==> config.mk <==
export PLATFORM = sky130hd
export DESIGN_NAME = alu_cmd_issuer
export DESIGN_NICKNAME = d
export VERILOG_FILES = /design/src/rtl/alu_cmd_issuer.sv
export SDC_FILE = /design/constraint.sdc
export NUM_CORES = 1
export LEC_CHECK = 0
export ABC_CLOCK_PERIOD_IN_PS = 1350
export CORE_MARGIN = 4
export CORE_UTILIZATION = 35
export CTS_CLUSTER_SIZE = 40
export DETAILED_ROUTE_END_ITERATION = 6
export GPL_TIMING_DRIVEN = 0
export PLACE_DENSITY = 0.72
export SLEW_MARGIN = 30
export SYNTH_ARGS = -nofsm -noshare
export SYNTH_HDL_FRONTEND = slang
export SYNTH_SLANG_ARGS = --single-unit
==> constraint.sdc <==
create_clock -name clk -period 1.35 [get_ports clk]
set_input_delay 0.27 -clock clk [delete_from_list [all_inputs] [get_ports clk]]
set_output_delay 0.27 -clock clk [all_outputs]
set_load 0.01 [all_outputs]
==> src/rtl/alu_cmd_issuer.sv <==
// Command front-end for the 16-bit ALU: valid/ready command intake, registered ALU operands,
// response buffer, persistent flags and branch-condition evaluation. Optional: ALU_ISSUER_CMP_EN.
module alu_cmd_issuer #(
  parameter int DATA_W = 16,
  parameter int CNT_W  = 16
) (
  input  logic              clk,
  input  logic              rst_n,
  input  logic              cmd_valid,
  output logic              cmd_ready,
  input  logic [2:0]        cmd_sel,
  input  logic [DATA_W-1:0] cmd_a,
  input  logic [DATA_W-1:0] cmd_b,
`ifdef ALU_ISSUER_CMP_EN
  input  logic              cmd_flags_only,
`endif
  output logic [2:0]        alu_sel,
  output logic [DATA_W-1:0] alu_a,
  output logic [DATA_W-1:0] alu_b,
  input  logic [DATA_W-1:0] alu_result,
  input  logic [3:0]        alu_flags,
  output logic              rsp_valid,
  input  logic              rsp_ready,
  output logic [DATA_W-1:0] rsp_result,
  output logic [3:0]        rsp_flags,
  output logic [3:0]        flags_q,
  input  logic [2:0]        cond_sel,
  output logic              cond_true,
  output logic [CNT_W-1:0]  ops_done
);

  typedef enum logic [1:0] {IDLE, EXEC, RESP} state_t;

  typedef struct packed {
    logic [DATA_W-1:0] result;
    logic [3:0]        flags;
  } rsp_t;

  state_t state, state_d;
  rsp_t   rsp_q;
  logic   accept;
  logic   exec_fo;

`ifdef ALU_ISSUER_CMP_EN
  logic fo_q;
  assign exec_fo = fo_q;
`else
  assign exec_fo = 1'b0;
`endif

  always_comb begin
    state_d   = state;
    cmd_ready = 1'b0;
    case (state)
      IDLE: cmd_ready = 1'b1;
      EXEC: state_d = exec_fo ? IDLE : RESP;
      RESP: begin
        cmd_ready = rsp_ready;
        if (rsp_ready) state_d = cmd_valid ? EXEC : IDLE;
      end
      default: state_d = IDLE;
    endcase
    // IDLE is the reset state, so readiness is held off until reset is released
    cmd_ready = cmd_ready & rst_n;
    accept    = cmd_valid & cmd_ready;
    if (state == IDLE && accept) state_d = EXEC;
  end

  always_ff @(posedge clk or negedge rst_n) begin
    if (!rst_n) begin
      state     <= IDLE;
      alu_sel   <= '0;
      alu_a     <= '0;
      alu_b     <= '0;
      rsp_valid <= 1'b0;
      rsp_q     <= '0;
      flags_q   <= '0;
      ops_done  <= '0;
`ifdef ALU_ISSUER_CMP_EN
      fo_q      <= 1'b0;
`endif
    end else begin
      state <= state_d;
      if (accept) begin
        alu_sel <= cmd_sel;
        alu_a   <= cmd_a;
        alu_b   <= cmd_b;
`ifdef ALU_ISSUER_CMP_EN
        fo_q    <= cmd_flags_only;
`endif
      end
      if (state == RESP && rsp_ready) rsp_valid <= 1'b0;
      if (state == EXEC) begin
        flags_q  <= alu_flags;
        ops_done <= ops_done + CNT_W'(1);
        if (!exec_fo) begin
          rsp_q     <= '{result: alu_result, flags: alu_flags};
          rsp_valid <= 1'b1;
        end
      end
    end
  end

  assign rsp_result = rsp_q.result;
  assign rsp_flags  = rsp_q.flags;

  // flags_q = {C,V,N,Z}
  always_comb begin
    case (cond_sel)
      3'd0:    cond_true = 1'b0;
      3'd1:    cond_true = flags_q[0];
      3'd2:    cond_true = ~flags_q[0];
      3'd3:    cond_true = flags_q[3];
      3'd4:    cond_true = ~flags_q[3];
      3'd5:    cond_true = flags_q[1+1];
      3'd6:    cond_true = flags_q[1];
      default: cond_true = flags_q[2] ^ flags_q[1];
    endcase
  end

endmodule

==> changes_impl.md, run 1 <==
## Flow update

* CP max FO at 4
* Min cycle time layout at between 1.5 and 2 ns
* P_leak at 2.69 nW
* CTS max path bufs at 2
* Detailed placement HPWL at 5270 um
* Clock buffer count at 12
* CP bufs+invs at 1
* Ys cells at 206
* Cells after Synth at 206
* Vias in the first global route at roughly 2,500
* Top cell excl fill/tap: dfrtp_1
* Via Count at 2,332
* Inserted Clock Buffers at 9
* Final Hold Fails at between 70 and 80
* Max cap viols at 0
* Worst Setup SP: rsp_flags[1]
* Sequential cell area share at 34.3%
* Status: finished, violations left
* Final setup viols at 37
* Violated checks: negative hold slack, negative setup slack
* Slew Limit Headroom at 83.1%
* Non-clock buffer share of cell area at 34.9%
* Fa+ha+maj area frac at 0.398%
* Slack of the critical path at -0.292 ns
* Comb/total area at between 20% and 30%
* Syn Area/Cell at 15.2 sq um
* Top sig layer: met4
* Latency at later pin at 0.33 ns
* Comb pwr share at 39.8%
* Crit path depth at 5
* Antenna viol nets, final at 0
* Data arrival, critical path at 1.37 ns
* Cell-internal power at 0.00574 W
* Placed Area at 4700 sq um
* Chip area at ~11,000 sq um
* CP delay by family, top: flip-flops
* Launch point of the worst reg-to-reg path: state[1]
* R2R Setup Slk at -0.10 ns
* Setup Buffers After CTS at 25
* Worst setup SP type: register
* Seq pwr at 0.00318 W
* Simple share at 7.33%
* Hold slack at -0.132 ns
* Met1 usage at a little under a fifth
* Most common cell in the netlist: dfrtp_1
* Gr busiest metal: met2
* Layout Cells excl Fill at 510
* Peak VDD IR at 0.000736 V
* CTS root buf: clkbuf_8
* Total negative slack at -2.61 ns
* Largest cell class: non-clock buffers
* Total gr overflow at 0
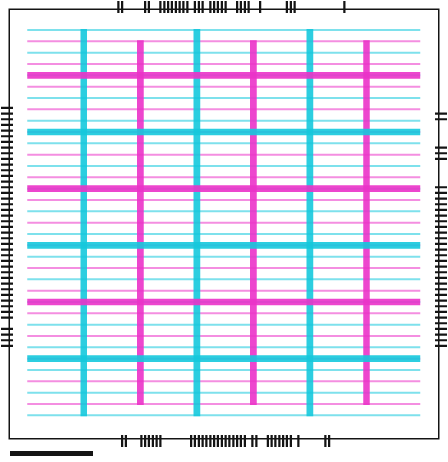
Run 1: supply network
Bar = 20 um. Pins as bars on the die edge.
- cyan: VSS
- magenta: VDD
- met1 rails: 35
- signal pins: 140

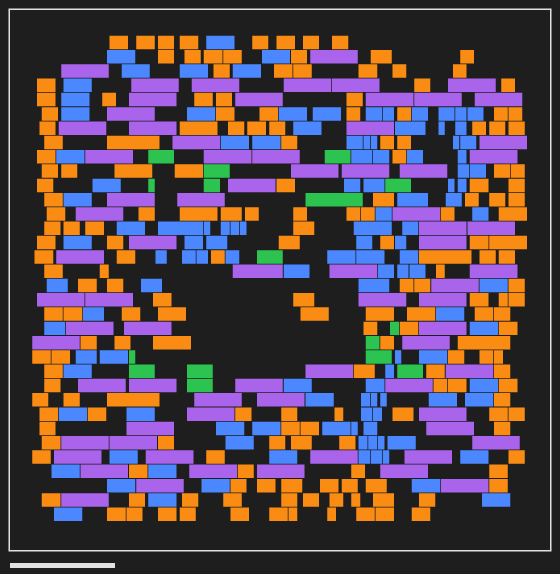
Run 1: cells colored by class
Bar = 20 um.
- blue: all other logic (cells 121; share of their area 25%)
- purple: flops (cells 74; share of their area 35%)
- orange: other buffers and delay cells (cells 191; share of their area 36%)
- green: clock drivers and dummy loads (cells 16; share of their area 3.7%)

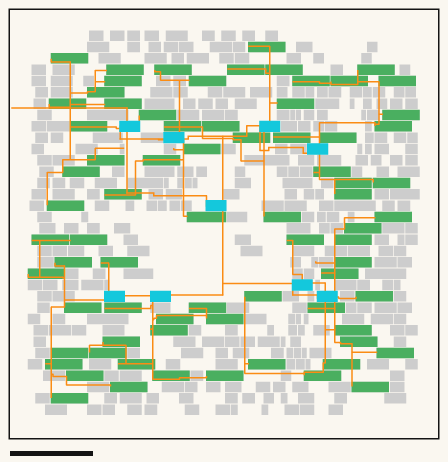
Run 1: clock wires, drivers and flops
Bar = 20 um.
- cyan: cells driving clock nets (count 9)
- green: flip-flops (count 74)
- orange: clock wires (length 967 um)
- flops lie: all over the die
- routed clock nets: 10

Run 1, metal layers overlaid:
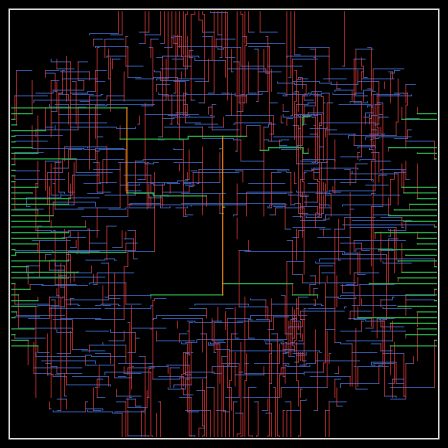

==> run 2: changes to the inputs <==
--- a/config.mk
+++ b/config.mk
@@ -10,7 +10,6 @@
 export CORE_UTILIZATION = 35
 export CTS_CLUSTER_SIZE = 40
 export DETAILED_ROUTE_END_ITERATION = 6
-export GPL_TIMING_DRIVEN = 0
 export PLACE_DENSITY = 0.72
 export SLEW_MARGIN = 30
 export SYNTH_ARGS = -nofsm -noshare
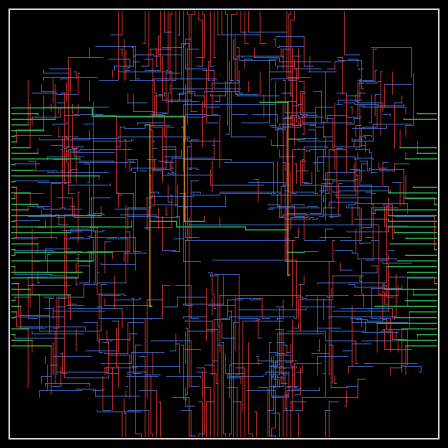
Run 2: metal layers overlaid
- orange: met4 (wire length 110 um)
- blue: met1 (wire length 3,170 um)
- red: met2 (wire length 3,920 um)
- green: met3 (wire length 672 um)

==> run 2 against run 1 <==
Against the previous run:
- the run ends with negative setup slack left
- fmax shrank 0.80%
- final area shrank 0.88%
- wire length grew 1.2%
- via count is essentially flat
- clock skew shrank 0.00090 ns
==> changes_impl.md, run 2 <==
## Flow update

* Comb pwr share at 37.5% (was 39.8%)
* Clock buffer count at 10 (was 12)
* Launch point of the worst reg-to-reg path: state[1] (unchanged)
* Met1 usage at 18.7% (was 18.9%)
* Via Count at 2,334 (was 2,332)
* Non-clock buffer share of cell area at 34.2% (was 34.9%)
* Setup Buffers After CTS at 16 (was 25)
* Inserted Clock Buffers at 9 (unchanged)
* Seq pwr at 0.00318 W (about the same)
* Vias in the first global route at 2,496 (was 2,546)
* Peak VDD IR at 0.000756 V (was 0.000736 V)
* Violated checks: negative setup slack (was negative hold slack, negative setup slack)
* Layout Cells excl Fill at 514 (was 510)
* Ys cells at 206 (unchanged)
* Total gr overflow at 0 (unchanged)
* CTS max path bufs at 2 (unchanged)
* Status: finished, violations left (unchanged)
* Fa+ha+maj area frac at 0.398% (unchanged)
* Top sig layer: met4 (unchanged)
* Max cap viols at 0 (unchanged)
* Hold slack at 0.0191 ns (was -0.132 ns)
* Slew Limit Headroom at 62.0% (was 83.1%)
* CP delay by family, top: flip-flops (unchanged)
* Antenna viol nets, final at 0 (unchanged)
* Chip area at 10,600 sq um (unchanged)
* Data arrival, critical path at 1.39 ns (was 1.37 ns)
* Worst setup SP type: register (unchanged)
* Final setup viols at 51 (was 37)
* Worst Setup SP: rsp_flags[1] (unchanged)
* Gr busiest metal: met2 (unchanged)
* Latency at later pin at 0.34 ns (was 0.33 ns)
* Final Hold Fails at 0 (was 74)
* Slack of the critical path at -0.306 ns (was -0.292 ns)
* R2R Setup Slk at -0.18 ns (was -0.10 ns)
* Sequential cell area share at 34.6% (was 34.3%)
* CP max FO at 3 (was 4)
* Crit path depth at 6 (was 5)
Run 2, cells colored by class:
Bar = 20 um.
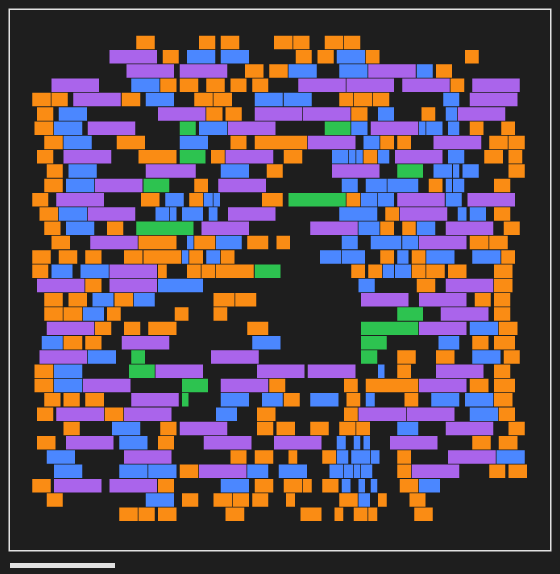

==> run 3: changes to the inputs <==
==> constraint.sdc (replaced) <==
create_clock -name clk -period 1.35 [get_ports clk]
set_input_delay 0.135 -clock clk [delete_from_list [all_inputs] [get_ports clk]]
set_output_delay 0.135 -clock clk [all_outputs]
set_load 0.01 [all_outputs]
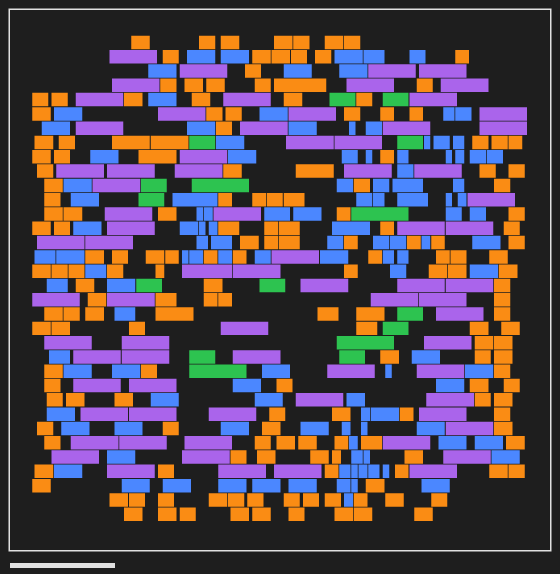
Run 3: cells colored by class
Bar = 20 um.
- orange: other buffers and delay cells (cells 182; share of their area 34%)
- green: clock drivers and dummy loads (cells 16; share of their area 5.5%)
- blue: all other logic (cells 121; share of their area 25%)
- purple: flops (cells 74; share of their area 36%)

==> run 3 against run 2 <==
Against the previous run:
- the flow still finishes with violations (negative setup slack)
- fmax increased by 5.8%
- core utilization is 0.33 points lower
- clock skew is 0.0019 ns lower
- critical path type unchanged
- critical endpoint unchanged
- largest cell class unchanged
- largest power group unchanged
- highest routed layer unchanged
==> changes_impl.md, run 3 <==
## Flow update

* P_leak at 2.67 nW (was 2.68 nW)
* Launch point of the worst reg-to-reg path: state[1] (unchanged)
* N_taps at 108 (unchanged)
* Largest cell class: registers (unchanged)
* Final slew viol count at 0 (unchanged)
* Slew Limit Headroom at 60.9% (was 62.0%)
* CTS max path bufs at 2 (unchanged)
* Seq pwr at 0.00317 W (was 0.00318 W)
* Top sig layer: met4 (unchanged)
* Layout Cells excl Fill at 501 (was 514)
* Most common cell in the netlist: dfrtp_1 (unchanged)
* CP max FO at 3 (unchanged)
* Crit path depth at 5 (was 6)
* Min cycle time layout at 1.57 ns (was 1.66 ns)
* Top cell excl fill/tap: dfrtp_1 (unchanged)
* Chip area at 10,600 sq um (unchanged)
* CP bufs+invs at 1 (was 2)
* Cells after Synth at 206 (unchanged)
* Cell-internal power at 0.00633 W (was 0.00602 W)
* Port Buffers at 139 (unchanged)
* Chip Width at 103 um (unchanged)
* Comb_multi_in at 119 (unchanged)
* Status: finished, violations left (unchanged)
* Gr busiest metal: met2 (unchanged)
* WHS Path Cells at 3
* Placed Area at 4800 sq um (was 4810 sq um)
* Tool warning count at 28 (unchanged)
* Worst setup SP type: register (unchanged)
* Max cap viols at 0 (unchanged)
* Met3 usage at 6.22% (was 5.35%)
* FF-to-FF End: alu_b[7] (was ops_done[11])
* Via Count at 2,278 (was 2,334)
* Final Hold Fails at 0 (unchanged)
* Latency at later pin at 0.34 ns (about the same)
* Comb/total area at 24.4% (was 24.0%)
* R2R Setup Slk at -0.13 ns (was -0.18 ns)
* Detailed placement HPWL at 5490 um (was 5440 um)
* Total gr overflow at 0 (unchanged)
* Setup Buffers After CTS at 14 (was 16)
* Hold slack at 0.165 ns (was 0.0191 ns)
* Mapped Area at 3140 sq um (unchanged)
* CP Cell Sequence: and3_1, o21ai_1, o211ai_1, a21oi_1, buf_2 (was buf_4, nor2_1, o21ai_1, o211ai_1, a21oi_1, buf_2)
* Met1 usage at 18.3% (was 18.7%)
* Peak VDD IR at 0.000726 V (was 0.000756 V)
* FFs w/ async S/R, synth at 100% (unchanged)
* Clock buffer count at 12 (was 10)
* Post-CTS Resized at 123 (was 149)
* Final setup viols at 34 (was 51)
* Worst Setup SP: rsp_flags[1] (unchanged)
* First-pass GRT wire length at 12,500 um (was 12,300 um)
* Layout clock area frac at 5.36% (was 4.54%)
* Violated checks: negative setup slack (unchanged)
* CP delay by family, top: flip-flops (unchanged)
* Slack of the critical path at -0.215 ns (was -0.306 ns)
* Critical hold path startpoint: rst_n
* Ys cells at 206 (unchanged)
* Total Power at 0.00868 W (was 0.00842 W)
* WP data required at 1.22 ns (was 1.08 ns)
* Drt drc at 0 (unchanged)
* Hold Buf Count CTS at 2 (was 0)
* Syn Area/Cell at 15.2 sq um (unchanged)
* Antenna viol nets, final at 0 (unchanged)
* Storage cell area at 1850 sq um (unchanged)
* Comb pwr share at 36.4% (was 37.5%)
* Simple share at 7.33% (unchanged)
* Non-clock buffer share of cell area at 32.7% (was 34.2%)
* Vias in the first global route at 2,513 (was 2,496)
* Total negative slack at -2.98 ns (was -6.22 ns)
* Data arrival, critical path at 1.43 ns (was 1.39 ns)
* Layout cells sized above 1 at 32.6% (was 36.9%)
* CTS root buf: clkbuf_8 (unchanged)
* Sequential cell area share at 34.8% (was 34.6%)
* DR WL/cell at 16.0 um (was 15.3 um)
* Fa+ha+maj area frac at 0.398% (unchanged)
* Inserted Clock Buffers at 9 (unchanged)
* Antenna violations before repair at 0 (unchanged)
Power figures rest on the tool's default switching activity, not on a simulated workload.
